==> config.mk <==
export PLATFORM = sky130hd
export DESIGN_NAME = mem_load_unit
export DESIGN_NICKNAME = d
export VERILOG_FILES = /design/src/rtl/mem_pkg.sv /design/src/rtl/load_extend.sv /design/src/rtl/mem_load_unit.sv
export SDC_FILE = /design/constraint.sdc
export NUM_CORES = 1
export LEC_CHECK = 0
export CAP_MARGIN = 20
export CORE_AREA = 2 2 104 106
export DETAILED_ROUTE_END_ITERATION = 10
export DIE_AREA = 0 0 106 108
export HOLD_SLACK_MARGIN = 0.02
export PLACE_DENSITY = 0.75
export SLEW_MARGIN = 20
export SYNTH_ARGS = -nofsm -noshare
export SYNTH_HDL_FRONTEND = slang
export SYNTH_SLANG_ARGS = --single-unit
==> constraint.sdc <==
create_clock -name clk -period 5.4 [get_ports clk]
set_input_delay 1.62 -clock clk [delete_from_list [all_inputs] [get_ports clk]]
set_output_delay 1.62 -clock clk [all_outputs]
set_load 0.005 [all_outputs]
==> run_1/placement_by_type.png <==
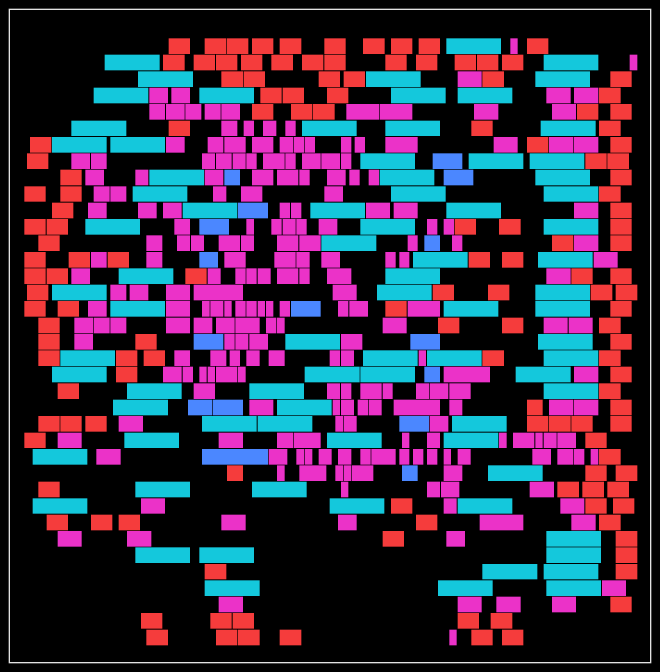
[flops] cyan | cells: 79 | share of their area: 37%
[clock drivers and dummy loads] blue | cells: 16 | share of their area: 3.8%
[combinational and other logic] magenta | cells: 228 | share of their area: 34%
[other buffers and delay cells] red | cells: 140 | share of their area: 26%
placeable core region: 10,200 µm²
post-route standard cell area excluding fillers: 5570 µm²

==> run_1/clk_routes.png <==
The bar under the picture is 20 µm long.
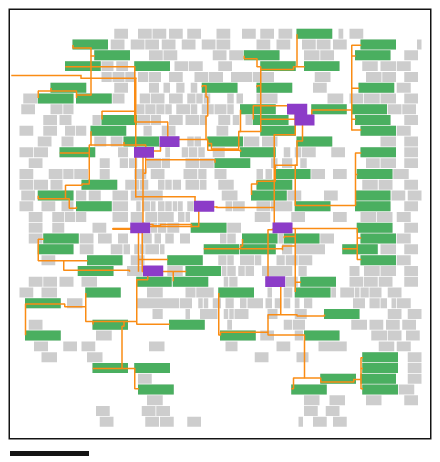
[flip-flops] green | count: 79
[clock drivers] purple | count: 9
[clock wires] orange | length: 1,020 µm
flops lie: spread over the die
routed clock nets: 10
source-to-sink clock delay at the later pin of the worst-skew pair: 0.35 ns
portion of total power attributed to the clock network: 17.0%
Clock Skew: 0.0142 ns

==> run_1/flops_by_reg.png <==
Other sequential cells in the stronger grey, the rest of the logic in the fainter grey.
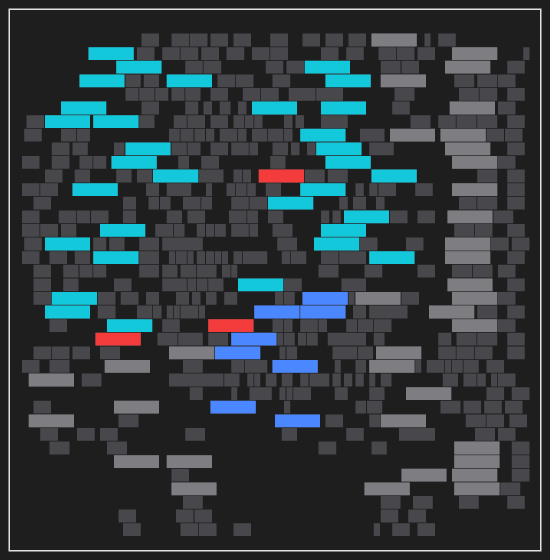
[`r_cnt`] blue | flops: 8
[`MEM_ReadData`] cyan | flops: 32
[`r_type`] red | flops: 3
not coloured: 36
share of cell area taken by flip-flops and latches: 35.5%
post-route core utilization: 54.5%
sequential-cell power consumption: 1.04 mW
sequential cell area in the final layout: 1980 µm²

==> run_1/logic_types.png <==
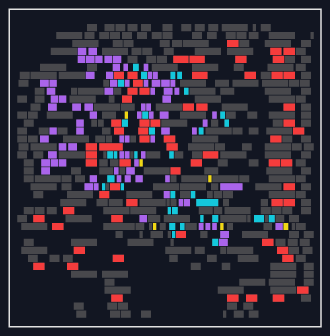
[inverting AOI/OAI gates] purple | cells: 81
[inverters] yellow | cells: 6
[multiplexers] red | cells: 64 | where: spread over the die
[NAND gates] cyan | cells: 32
proportion of cell area occupied by multi-input gates: 32.3%
most instantiated logic cell after routing: sky130_fd_sc_hd__clkdlybuf4s50_1
Non-Filler Instances: 599

==> reports/results.md, run 1 <==
| Step | Item | This run |
|---|---|---|
| yosys | Avg Inst Size Synth | 11.6 µm² |
| setup path | Data required time of the critical path | 3.78 ns |
| yosys | Flip-flop and latch count after synthesis | 79 |
| clock tree | Clock sink count | 79 |
| timing | Final worst path period share | 89.8% |
| setup path | Number of cells on the worst reg-to-reg path | 4 |
| clock tree | Clock-pin slew on the worst setup and hold paths | 0.09 ns |
| cells and area | Diodes inserted | 0 |
| route | Final antenna-violating net count | 0 |
| cells and area | # fillers | 905 |
| yosys | Yosys synthesis warning count | 0 |
| yosys | Cell count after synthesis | 360 |
| pwr | Total design power | 2.68 mW |
| yosys | Fraction of registers with async set or reset after synthesis | 100% |
| outcome | Run status | finished, final reports clean |
| cells and area | Non-clk bufs | 140 |
| clock tree | Number of buffers added by the clock tree synthesis step | 9 |
| clock tree | Root buffer selected by CTS | sky130_fd_sc_hd__clkbuf_8 |
| flow run | MaxCap Viol Count | 0 |
| timing | Final setup viols | 0 |
| yosys | Sequential share of the synthesized area | 47.5% |
| clock tree | CTS hold repair buffers | 0 |
| cells and area | Most frequent cells in the layout | sky130_fd_sc_hd__clkdlybuf4s50_1, sky130_fd_sc_hd__dfrtp_1, sky130_fd_sc_hd__mux2_2 |
| die | Number of rows in the core area | 37 |
| timing | Number of slew-limit violations in the final report | 0 |
| clock tree | Depth of the CTS H-tree | 3 |
| route | Routed wirelength normalized by instance count | 16.9 µm |
-- run 1: power by group --
part           switching [mW]  total, mW  internal, mW
sequential              0.214       1.04         0.831
clock                   0.238      0.456         0.218
combinational           0.426       1.18         0.749
-- run 1: logic make-up (layout without fill, tap and decap cells) --
group                    after synthesis  count (layout)  synth area share (%)
AND-OR/OR-AND                         85              85                  14.6
flip-flops                            79              79                  47.5
AND/OR/NAND/NOR                       66              66                  9.68
multiplexers                          64              64                  17.5
buffers and inverters                 61             162                  9.56
adder cells (fa/ha/maj)                2               2                 0.601
XOR/XNOR                               2               2                 0.421
other                                  1               3                0.0901
-- run 1: per-layer routing --
metal | track usage (%) | vias up
li1 | - | 1475
met1 | 24.9 | 1530
met2 | 27.7 | 143
met3 | 4.22 | 11
met4 | 5.73 | 0
met5 | 0 | -
==> run_1/clocks.png <==
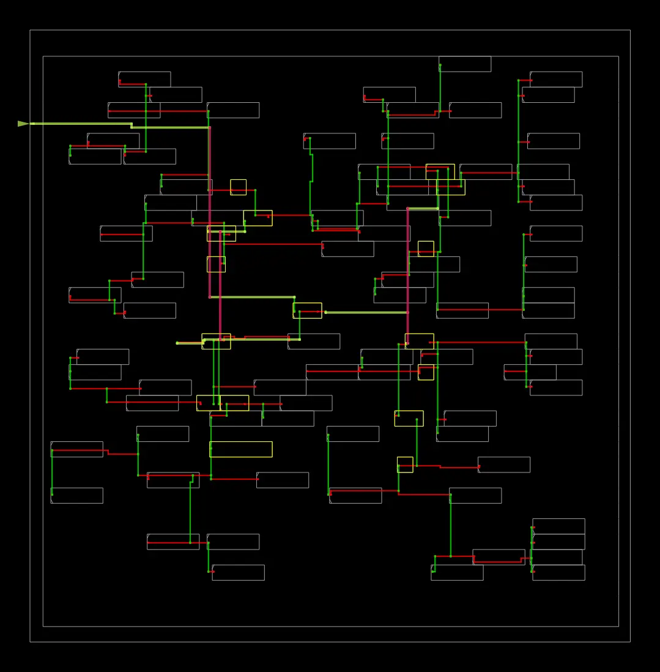

--- run 2 (diff from run 1) ---
Settings changed: REMOVE_ABC_BUFFERS set to 1.
==> run_2/clocks.png <==
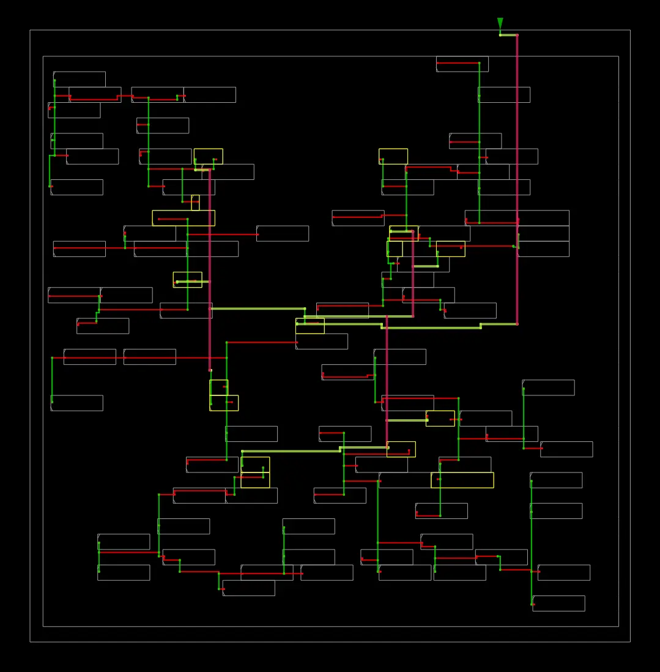
Seq Cell Count: 79
Clock net power: 505 µW

==> run_2/flops_by_reg.png <==
Other sequential cells in the stronger grey, the rest of the logic in the fainter grey.
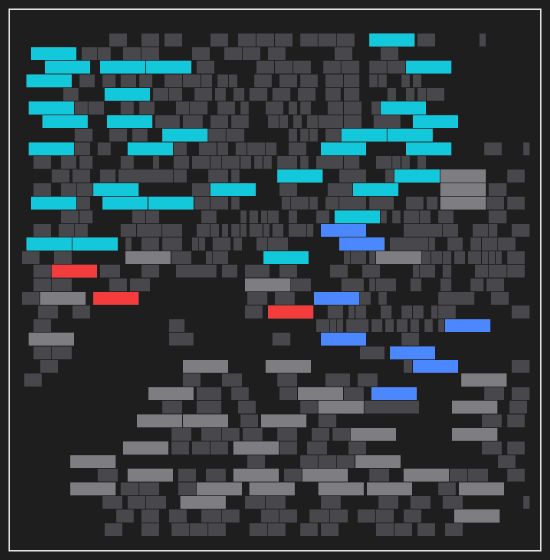
[`MEM_ReadData`] cyan | flops: 32
[`r_cnt`] blue | flops: 8
[`r_type`] red | flops: 3
not coloured: 36
sequential-cell power consumption: 1.05 mW
share of cell area taken by flip-flops and latches: 35.3%
post-route core utilization: 54.8%

==> run_2/logic_types.png <==
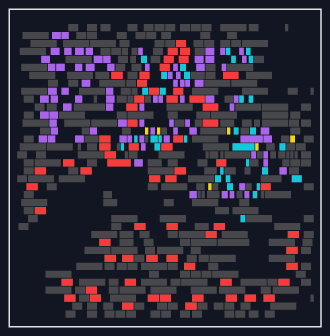
[inverting AOI/OAI gates] purple | cells: 81
[NAND gates] cyan | cells: 32
[multiplexers] red | cells: 64
[inverters] yellow | cells: 6
Non-Filler Instances: 600
proportion of cell area occupied by multi-input gates: 32.1%

==> reports/results.md, run 2 <==
| Step | Item | This run | Change |
|---|---|---|---|
| cells and area | Sequential cell area in the final layout | 1980 µm² | unchanged |
| flow run | MaxCap Viol Count | 0 | unchanged |
| yosys | Fraction of registers with async set or reset after synthesis | 100% | unchanged |
| timing | Clock Skew | 0.00922 ns | was 0.0142 ns |
| yosys | Avg Inst Size Synth | 11.6 µm² | unchanged |
| die | Placeable core region | 10,200 µm² | unchanged |
| cells and area | Post-route standard cell area excluding fillers | 5600 µm² | was 5570 µm² |
| clock tree | Clock sink count | 79 | unchanged |
| cells and area | Most frequent cells in the layout | sky130_fd_sc_hd__clkdlybuf4s50_1, sky130_fd_sc_hd__dfrtp_1, sky130_fd_sc_hd__mux2_2 | unchanged |
| clock tree | Source-to-sink clock delay at the later pin of the worst-skew pair | 0.35 ns | about the same |
| outcome | Run status | finished, final reports clean | unchanged |
| route | Final antenna-violating net count | 0 | unchanged |
| setup path | Number of cells on the worst reg-to-reg path | 4 | unchanged |
| clock tree | Number of buffers added by the clock tree synthesis step | 9 | unchanged |
| clock tree | Clock-pin slew on the worst setup and hold paths | 0.08 ns | was 0.09 ns |
| cells and area | # fillers | 900 | was 905 |
| clock tree | CTS hold repair buffers | 0 | unchanged |
| yosys | Cell count after synthesis | 360 | unchanged |
| setup path | Data required time of the critical path | 3.78 ns | about the same |
| pwr | Total design power | 2.74 mW | was 2.68 mW |
| cells and area | Diodes inserted | 0 | unchanged |
| clock tree | Depth of the CTS H-tree | 3 | unchanged |
[run 2: cell counts after synthesis]
Identical to the previous run, type by type.
[run 2: cell families after synthesis]
| family | after synthesis | share of synthesized area, % |
|---|---|---|
| muxes | 64 | 17.5 |
| other | 1 | 0.0901 |
| and+or+nand+nor | 66 | 9.68 |
| AOI/OAI and AO/OA | 85 | 14.6 |
| buffers and inverters | 61 | 9.56 |
| xor gates and xnor gates | 2 | 0.421 |
| adders and majority gates | 2 | 0.601 |
| DFF | 79 | 47.5 |
[run 2: routing by layer]
layer	global-route usage, %	share of wire [%]	up-vias
met5	0	0	-
met2	29.7	50	106
met3	4.16	5.9	18
met4	6.77	2.3	0
met1	23.9	42	1608
li1	-	-	1474
[run 2: report_power, final]
part	internal, mW	switching, mW
sequential	0.831	0.215
combinational	0.754	0.439
clock	0.288	0.217
Power figures rest on the tool's default switching activity, not on a simulated workload.
